==> config.mk <==
export PLATFORM = sky130hd
export DESIGN_NAME = multicycle_control
export DESIGN_NICKNAME = d
export VERILOG_FILES = /design/src/rtl/mc_pkg.sv /design/src/rtl/mc_output_decode.sv /design/src/rtl/multicycle_control.sv
export SDC_FILE = /design/constraint.sdc
export NUM_CORES = 1
export LEC_CHECK = 0
export CORE_AREA = 2 2 42 44
export CTS_CLUSTER_SIZE = 8
export DETAILED_ROUTE_END_ITERATION = 12
export DIE_AREA = 0 0 44 46
export HOLD_SLACK_MARGIN = 0.12
export PLACE_DENSITY = 0.83
export SLEW_MARGIN = 20
export SYNTH_ARGS = -nofsm -noshare
export SYNTH_HDL_FRONTEND = slang
export SYNTH_SLANG_ARGS = --single-unit
==> constraint.sdc <==
create_clock -name clk -period 2.35 [get_ports clk]
set_clock_uncertainty 0.15 [all_clocks]
set_input_delay 0.705 -clock clk [delete_from_list [all_inputs] [get_ports clk]]
set_output_delay 0.705 -clock clk [all_outputs]
set_load 0.005 [all_outputs]
==> src/rtl/mc_pkg.sv <==
// Shared types and constants for the multicycle control unit.
// State enum, opcode constants, mux/ULA encodings and control word.
package mc_pkg;

  typedef enum logic [3:0] {
    FETCH    = 4'd0,
    DECODE   = 4'd1,
    MEMADR   = 4'd2,
    MEMREAD  = 4'd3,
    MEMWB    = 4'd4,
    MEMWRITE = 4'd5,
    EXEC     = 4'd6,
    RWB      = 4'd7,
    BRANCH   = 4'd8,
    ADDIEX   = 4'd9,
    ADDIWB   = 4'd10,
    JUMP     = 4'd11
  } state_t;

  localparam logic [5:0] R_FORMAT = 6'b000000;
  localparam logic [5:0] LW       = 6'b100011;
  localparam logic [5:0] SW       = 6'b101011;
  localparam logic [5:0] BEQ      = 6'b000100;
  localparam logic [5:0] BNE      = 6'b000101;
  localparam logic [5:0] ADDI     = 6'b001000;
  localparam logic [5:0] J        = 6'b000010;

  localparam logic [1:0] SRCB_B      = 2'b00;
  localparam logic [1:0] SRCB_4      = 2'b01;
  localparam logic [1:0] SRCB_IMM    = 2'b10;
  localparam logic [1:0] SRCB_IMM_SH = 2'b11;

  localparam logic [1:0] ULA_ADD   = 2'b00;
  localparam logic [1:0] ULA_SUB   = 2'b01;
  localparam logic [1:0] ULA_FUNCT = 2'b10;

  localparam logic [1:0] PC_ULA    = 2'b00;
  localparam logic [1:0] PC_ULAOUT = 2'b01;
  localparam logic [1:0] PC_JUMP   = 2'b10;

  typedef struct packed {
    logic       pcwrite;
    logic       pcwritecond;
    logic       iord;
    logic       memread;
    logic       memwrite;
    logic       irwrite;
    logic       memtoreg;
    logic       regwrite;
    logic       regdst;
    logic       ulasrca;
    logic       branch_ne;
    logic [1:0] ulasrcb;
    logic [1:0] ulaop;
    logic [1:0] pcsource;
    logic       illegal_op;
  } ctl_t;

  function automatic logic op_legal(
    input logic [5:0] op,
    input logic       bne_en
  );
    case (op)
      R_FORMAT, LW, SW,
      BEQ, ADDI, J:     return 1'b1;
      BNE:              return bne_en;
      default:          return 1'b0;
    endcase
  endfunction

endpackage

==> src/rtl/mc_output_decode.sv <==
// Combinational control word for the current state.
// Ports: state, op, mem_ready (already WAIT_EN-resolved) -> ctl.
module mc_output_decode
  import mc_pkg::*;
#(
  parameter bit BNE_EN = 1'b1
) (
  input  state_t     state,
  input  logic [5:0] op,
  input  logic       mem_ready,
  output ctl_t       ctl
);

  always_comb begin
    ctl = '0;
    case (state)
      FETCH: begin
        ctl.memread = 1'b1;
        ctl.ulasrcb = SRCB_4;
        ctl.ulaop   = ULA_ADD;
        ctl.irwrite = mem_ready;
        ctl.pcwrite = mem_ready;
      end
      DECODE: begin
        ctl.ulasrcb    = SRCB_IMM_SH;
        ctl.ulaop      = ULA_ADD;
        ctl.illegal_op = ~op_legal(op, BNE_EN);
      end
      MEMADR: begin
        ctl.ulasrca = 1'b1;
        ctl.ulasrcb = SRCB_IMM;
      end
      MEMREAD: begin
        ctl.memread = 1'b1;
        ctl.iord    = 1'b1;
      end
      MEMWB: begin
        ctl.regwrite = 1'b1;
        ctl.memtoreg = 1'b1;
      end
      MEMWRITE: begin
        ctl.memwrite = 1'b1;
        ctl.iord     = 1'b1;
      end
      EXEC: begin
        ctl.ulasrca = 1'b1;
        ctl.ulasrcb = SRCB_B;
        ctl.ulaop   = ULA_FUNCT;
      end
      RWB: begin
        ctl.regdst   = 1'b1;
        ctl.regwrite = 1'b1;
      end
      BRANCH: begin
        ctl.ulasrca     = 1'b1;
        ctl.ulasrcb     = SRCB_B;
        ctl.ulaop       = ULA_SUB;
        ctl.pcwritecond = 1'b1;
        ctl.pcsource    = PC_ULAOUT;
        ctl.branch_ne   = (op == BNE);
      end
      ADDIEX: begin
        ctl.ulasrca = 1'b1;
        ctl.ulasrcb = SRCB_IMM;
      end
      ADDIWB: begin
        ctl.regwrite = 1'b1;
      end
      JUMP: begin
        ctl.pcwrite  = 1'b1;
        ctl.pcsource = PC_JUMP;
      end
      default: ctl = '0;
    endcase
  end

endmodule

==> src/rtl/multicycle_control.sv <==
// Multicycle MIPS-style control FSM: state register, next state.
// Ports: clk, reset, op, mem_ready -> datapath controls, illegal_op, state.
module multicycle_control
  import mc_pkg::*;
#(
  parameter bit BNE_EN  = 1'b1,
  parameter bit WAIT_EN = 1'b1
) (
  input  logic       clk,
  input  logic       reset,
  input  logic [5:0] op,
  input  logic       mem_ready,
  output logic       pcwrite,
  output logic       pcwritecond,
  output logic       iord,
  output logic       memread,
  output logic       memwrite,
  output logic       irwrite,
  output logic       memtoreg,
  output logic       regwrite,
  output logic       regdst,
  output logic       ULAsrca,
  output logic       branch_ne,
  output logic [1:0] ULAsrcb,
  output logic [1:0] ULAop,
  output logic [1:0] pcsource,
  output logic       illegal_op,
  output logic [3:0] state
);

  state_t state_q, state_d;
  ctl_t   ctl, ctl_o;
  logic   rdy;

  // Without waits every memory access is assumed to finish at once.
  assign rdy = WAIT_EN ? mem_ready : 1'b1;

  always_comb begin
    state_d = state_q;
    case (state_q)
      FETCH:    if (rdy) state_d = DECODE;
      DECODE: begin
        state_d = FETCH;
        case (op)
          R_FORMAT: state_d = EXEC;
          LW, SW:   state_d = MEMADR;
          BEQ:      state_d = BRANCH;
          BNE:      if (BNE_EN) state_d = BRANCH;
          ADDI:     state_d = ADDIEX;
          J:        state_d = JUMP;
          default:  state_d = FETCH;
        endcase
      end
      MEMADR:   state_d = (op == LW) ? MEMREAD : MEMWRITE;
      MEMREAD:  if (rdy) state_d = MEMWB;
      MEMWB:    state_d = FETCH;
      MEMWRITE: if (rdy) state_d = FETCH;
      EXEC:     state_d = RWB;
      RWB:      state_d = FETCH;
      BRANCH:   state_d = FETCH;
      ADDIEX:   state_d = ADDIWB;
      ADDIWB:   state_d = FETCH;
      JUMP:     state_d = FETCH;
      default:  state_d = FETCH;
    endcase
  end

  always_ff @(posedge clk) begin
    if (reset) state_q <= FETCH;
    else       state_q <= state_d;
  end

  mc_output_decode #(
    .BNE_EN(BNE_EN)
  ) u_dec (
    .state     (state_q),
    .op        (op),
    .mem_ready (rdy),
    .ctl       (ctl)
  );

  // Reset masks the controls in the same cycle so no access can start.
  assign ctl_o = reset ? '0 : ctl;
  assign state = reset ? FETCH : state_q;

  assign pcwrite     = ctl_o.pcwrite;
  assign pcwritecond = ctl_o.pcwritecond;
  assign iord        = ctl_o.iord;
  assign memread     = ctl_o.memread;
  assign memwrite    = ctl_o.memwrite;
  assign irwrite     = ctl_o.irwrite;
  assign memtoreg    = ctl_o.memtoreg;
  assign regwrite    = ctl_o.regwrite;
  assign regdst      = ctl_o.regdst;
  assign ULAsrca     = ctl_o.ulasrca;
  assign branch_ne   = ctl_o.branch_ne;
  assign ULAsrcb     = ctl_o.ulasrcb;
  assign ULAop       = ctl_o.ulaop;
  assign pcsource    = ctl_o.pcsource;
  assign illegal_op  = ctl_o.illegal_op;

endmodule
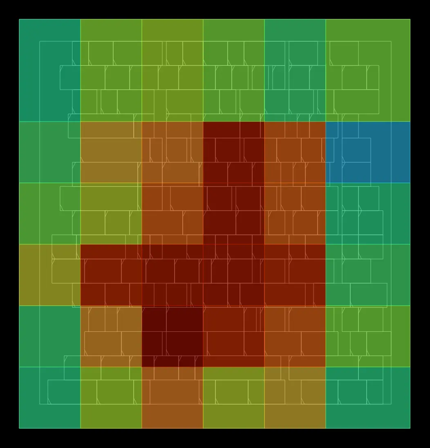
Figure 1: run 1, routing congestion.
gr busiest metal: met2
Routed WL per cell: 18.9 um

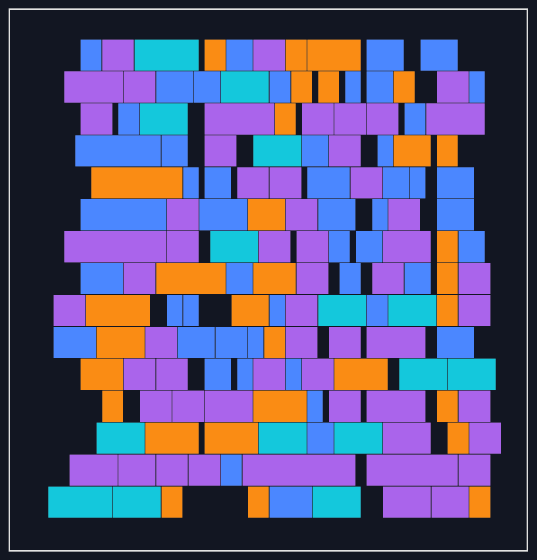
Figure 2: run 1, cells by drive strength.
size	colour	cells	share
drive 6 and up	cyan	15	9.9%
drive 1 or less	blue	50	33%
drive 3 to 4	purple	56	37%
drive 2	orange	31	20%
non-clock buffer count: 77
fin worst setup slack: -0.145 ns
Area growth syn-to-layout: 144%

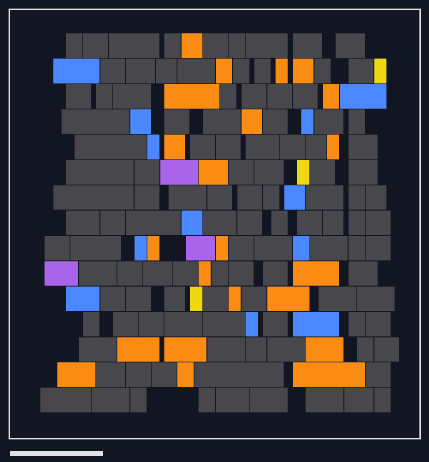
Figure 3: run 1, gate-type map.
Scale bar: 10 um.
family	colour	cells
AND-OR and OR-AND gates	purple	3
NOR gates	orange	22
NAND gates	blue	12
inverters	yellow	3
combinational share of cell area: 0.431
Top cell excl fill/tap: buf_4

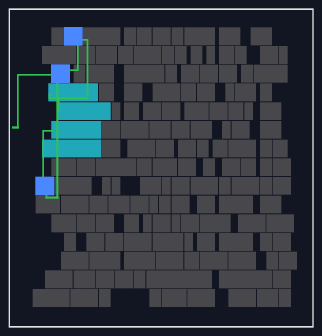
Figure 4: run 1, clock wires, drivers and flops.
[clock wires] green | length: 70.7 um
[flip-flops] cyan | count: 4
[cells driving clock nets] blue | count: 3
routed clock nets	4
Clock Power Share: 0.288
clock network power: 0.0848 mW
Insertion Delay late pin: 0.24 ns

## run 1: power groups by stage
| stage | registers (mW) | clock network (mW) | logic (mW) |
|---|---|---|---|
| 2_1_floorplan | 0.0713 | 0 | 0.0316 |
| 3_3_place_gp | 0.0729 | 0 | 0.0935 |
| 3_5_place_dp | 0.0730 | 0 | 0.0961 |
| 4_1_cts | 0.0711 | 0.0872 | 0.115 |
| 5_1_grt | 0.0719 | 0.0951 | 0.143 |
| 6_report | 0.0720 | 0.0848 | 0.137 |
## run 1: worst paths after layout
check,from,end,slack (ns),cells past startpoint
hold reg to reg,state_q[1]$_SDFFE_PP0P_,state_q[3]$_SDFFE_PP0P_,0.60,3
hold / removal,state_q[1]$_SDFFE_PP0P_,state_q[3]$_SDFFE_PP0P_,0.60,3
setup reg to reg,state_q[3]$_SDFFE_PP0P_,state_q[1]$_SDFFE_PP0P_,0.39,6
setup / recovery,reset,pcwrite,-0.15,8
## run 1: cells in the final DEF, fill, tap and decap left out, types with 2 or more instances in the layout
cell type,synthesis,layout
buf_4,1,38
or3_1,2,2
nand2_1,4,4
buf_8,0,2
nor4_1,7,3
dfxtp_1,4,2
buf_6,0,13
clkbuf_2,1,7
and3_1,6,4
nor2_1,8,6
nand2b_1,6,3
clkbuf_4,0,3
o21ai_0,2,2
nor4_2,0,3
a21oi_1,3,2
and3_4,0,2
inv_1,3,3
nor3_1,4,3
a211oi_2,0,2
buf_2,1,10
dlygate4sd2_1,0,6
nor2_4,0,2
nand2b_4,0,3
## run 1: area by class of cell
type                    instances  area [um2]  share of cell area
multi-input cells              65         569               0.431
flip-flops and latches          4        85.1              0.0644
diodes                          1        2.50             0.00189
repair buffers                 77         609               0.461
well taps                      17        21.3              0.0161
clock buffers                   3        22.5              0.0170
inverters                       3        11.3             0.00852
==> qor.txt, run 1 <==
Worst-Margin Slew - 0.397 ns
Cells after Synth - 79
crit-path cells - buf_8, nor3_4, buf_6, buf_6, buf_4, and3_4, or2_4, buf_6
Biggest register - state_q
total congestion overflow - 0
slowest CP cell - or2_4
Core Rows - 15
H-tree Lvls - 1
CTS tree - done
layout cells sized above 1 - 0.671
count leader, synth - nor2_1
violated checks - setup timing
grt met2 use - 0.482
hold slack - 0.598 ns
Leakage - 0.655 nW
synthesis area per yosys - 542 um2
Main logic family - simple AND/OR/NAND/NOR gates
Peak VDD IR - 0.000199 V
Yosys Instances - 79
first-pass GRT wire length - 4440 um
initial antenna violation count - 0
Setup violations, final - 4
post-CTS sizing - 117
clock buffer depth - 2
number of enable flip-flop cells - 0
Multiplexer share - 0.0185
Cell Area, Synth - 542 um2
Sw Share - 0.319
fp_density - 0.336
Max transition margin - 0.735
Switching Power - 0.0938 mW
Clock transition at path regs - 0.04 ns
status - finished with violations
CP peak stage delay - 0.22 ns
Port Buffer Count - 30
simple-gate portion of the synthesized area - 0.492
fin worst setup slack - -0.145 ns
largest net degree at the start of global routing - 14
Placed Instances - 151
FILL cells - 95
Post-synth top cells - nor2_1 (8), nor4_1 (7), and3_1 (6), nand2b_1 (6)
overall routed net length - 3210 um
Area after DPL - 1070 um2
post-synth cell types - 34
# nets final - 163
final instance area - 1320 um2
OpenROAD warning count - 28
Slew Limit Fails - 0
--- run 2 (diff from run 1) ---
--- a/config.mk
+++ b/config.mk
@@ -9,7 +9,7 @@
 export CTS_CLUSTER_SIZE = 8
 export DETAILED_ROUTE_END_ITERATION = 12
 export DIE_AREA = 0 0 44 46
-export HOLD_SLACK_MARGIN = 0.12
+export HOLD_SLACK_MARGIN = 0.03
 export PLACE_DENSITY = 0.83
 export SLEW_MARGIN = 20
 export SYNTH_ARGS = -nofsm -noshare
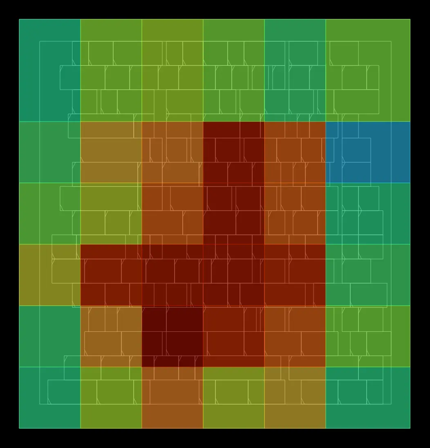
Figure 5: run 2, routing congestion.
GR Util met1: 0.347
grt met2 use: 0.482

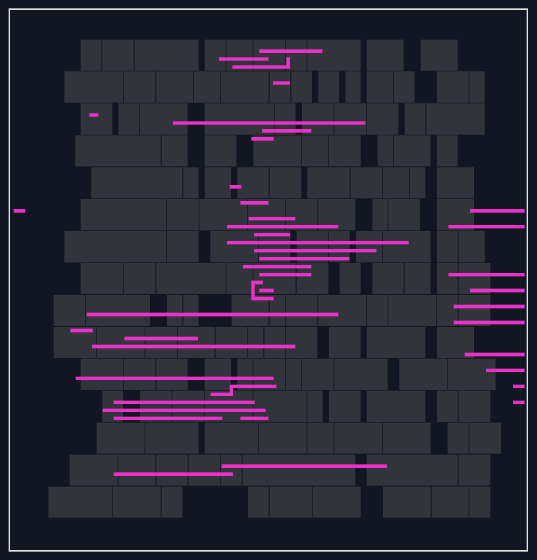
Figure 6: run 2, M3 wires.
wire length on this layer	273 um
longest straight run	21.2 um
nets with wire on the layer	34
main direction	horizontal
share of all routed wire	8.5%

==> qor.txt, run 2 <==
Critical Path Sink - pcwrite
Area after DPL - 1070 um2 (unchanged)
Yosys Instances - 79 (unchanged)
fin worst setup slack - -0.145 ns (unchanged)
Main logic family - simple AND/OR/NAND/NOR gates
Switching Power - 0.0938 mW (unchanged)
Clock transition at path regs - 0.04 ns (about the same)
reg2reg end - state_q[1]$_SDFFE_PP0P_
Cell Area, Synth - 542 um2 (unchanged)
Hold Path End - state_q[3]$_SDFFE_PP0P_
clock network power - 0.0848 mW (about the same)
Worst-Margin Slew - 0.397 ns (unchanged)
status - finished with violations
worst hold stages - 3 (unchanged)
largest net degree at the start of global routing - 14 (unchanged)
gr busiest metal - met2
violated checks - setup timing
FF-to-FF setup slack - 0.39 ns (about the same)
total congestion overflow - 0 (unchanged)
Cells after Synth - 79 (unchanged)
synthesis area per yosys - 542 um2 (unchanged)
first-pass GRT wire length - 4440 um (unchanged)
Sw Share - 0.319 (unchanged)
Setup violations, final - 4 (unchanged)
Seq power - 0.0720 mW (about the same)
Clock Power Share - 0.288 (about the same)
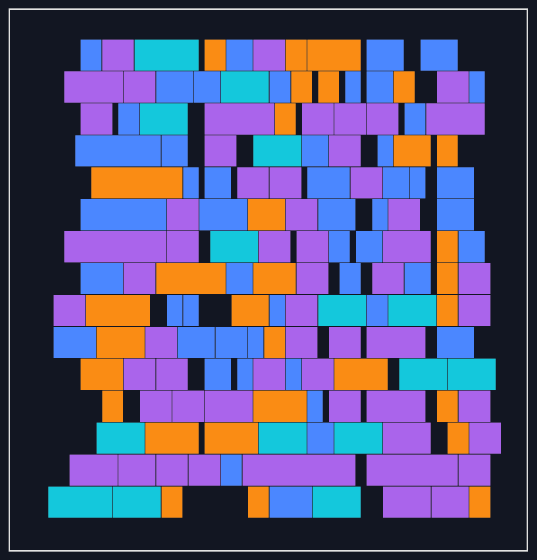
Figure 7: run 2, cells by drive strength.
final instance area: 1320 um2

-- run 2: cell counts in the layout (fill, tap and decap cells not counted) --
Identical to the previous run, type by type.
-- run 2: area by class of cell --
type | count | area share
Sequential cell | 4 | 0.0644
Antenna cell | 1 | 0.00189
Inverter | 3 | 0.00852
Multi-Input combinational cell | 65 | 0.431
Timing Repair Buffer | 77 | 0.461
Clock buffer | 3 | 0.0170
Tap cell | 17 | 0.0161
-- run 2: worst reg2reg max path, stage by stage (launching register included) --
cell,delay [ns]
dfxtp_1,0.33
buf_6,0.15
buf_4,0.15
or4b_2,0.68
nand2_1,0.11
o21ai_0,0.14
a21oi_1,0.16
-- run 2: logic make-up after synthesis --
family	after synthesis
mux	1
flops	4
fa+ha+maj	1
xor+xnor	2
compound gates	14
simple gates	47
buf+inv	10
-- run 2: through the flow --
stage / total power [mW] / utilization / TNS (ns) / setup slack (ns) / hold slack (ns)
after global placement: 0.166 / 0.664 / -14.07 / -0.822 / 0.483
after detailed placement: 0.169 / 0.664 / -14.71 / -0.868 / 0.490
after CTS: 0.273 / 0.769 / -0.412 / -0.112 / 0.551
after global routing: 0.310 / 0.817 / -0.544 / -0.168 / 0.646
final: 0.294 / 0.819 / -0.311 / -0.145 / 0.598
after floorplan: 0.103 / - / 0 / 0.0138 / 0.457
-- run 2: layer usage --
| metal | part of all wire | up-vias |
|---|---|---|
| li1 | - | 447 |
| met2 | 0.46 | 63 |
| met4 | 0.051 | 0 |
| met5 | 0 | - |
| met1 | 0.40 | 485 |
| met3 | 0.085 | 14 |
-- run 2: what timing repair did --
action,in CTS,in global routing
endpoints found under the setup margin,23,15
resized,117,30
setup buffers,8,6
hold endpoints to repair,0,0
pin swaps,12,9
gates cloned,1,0
Power and IR drop assume default switching activity.
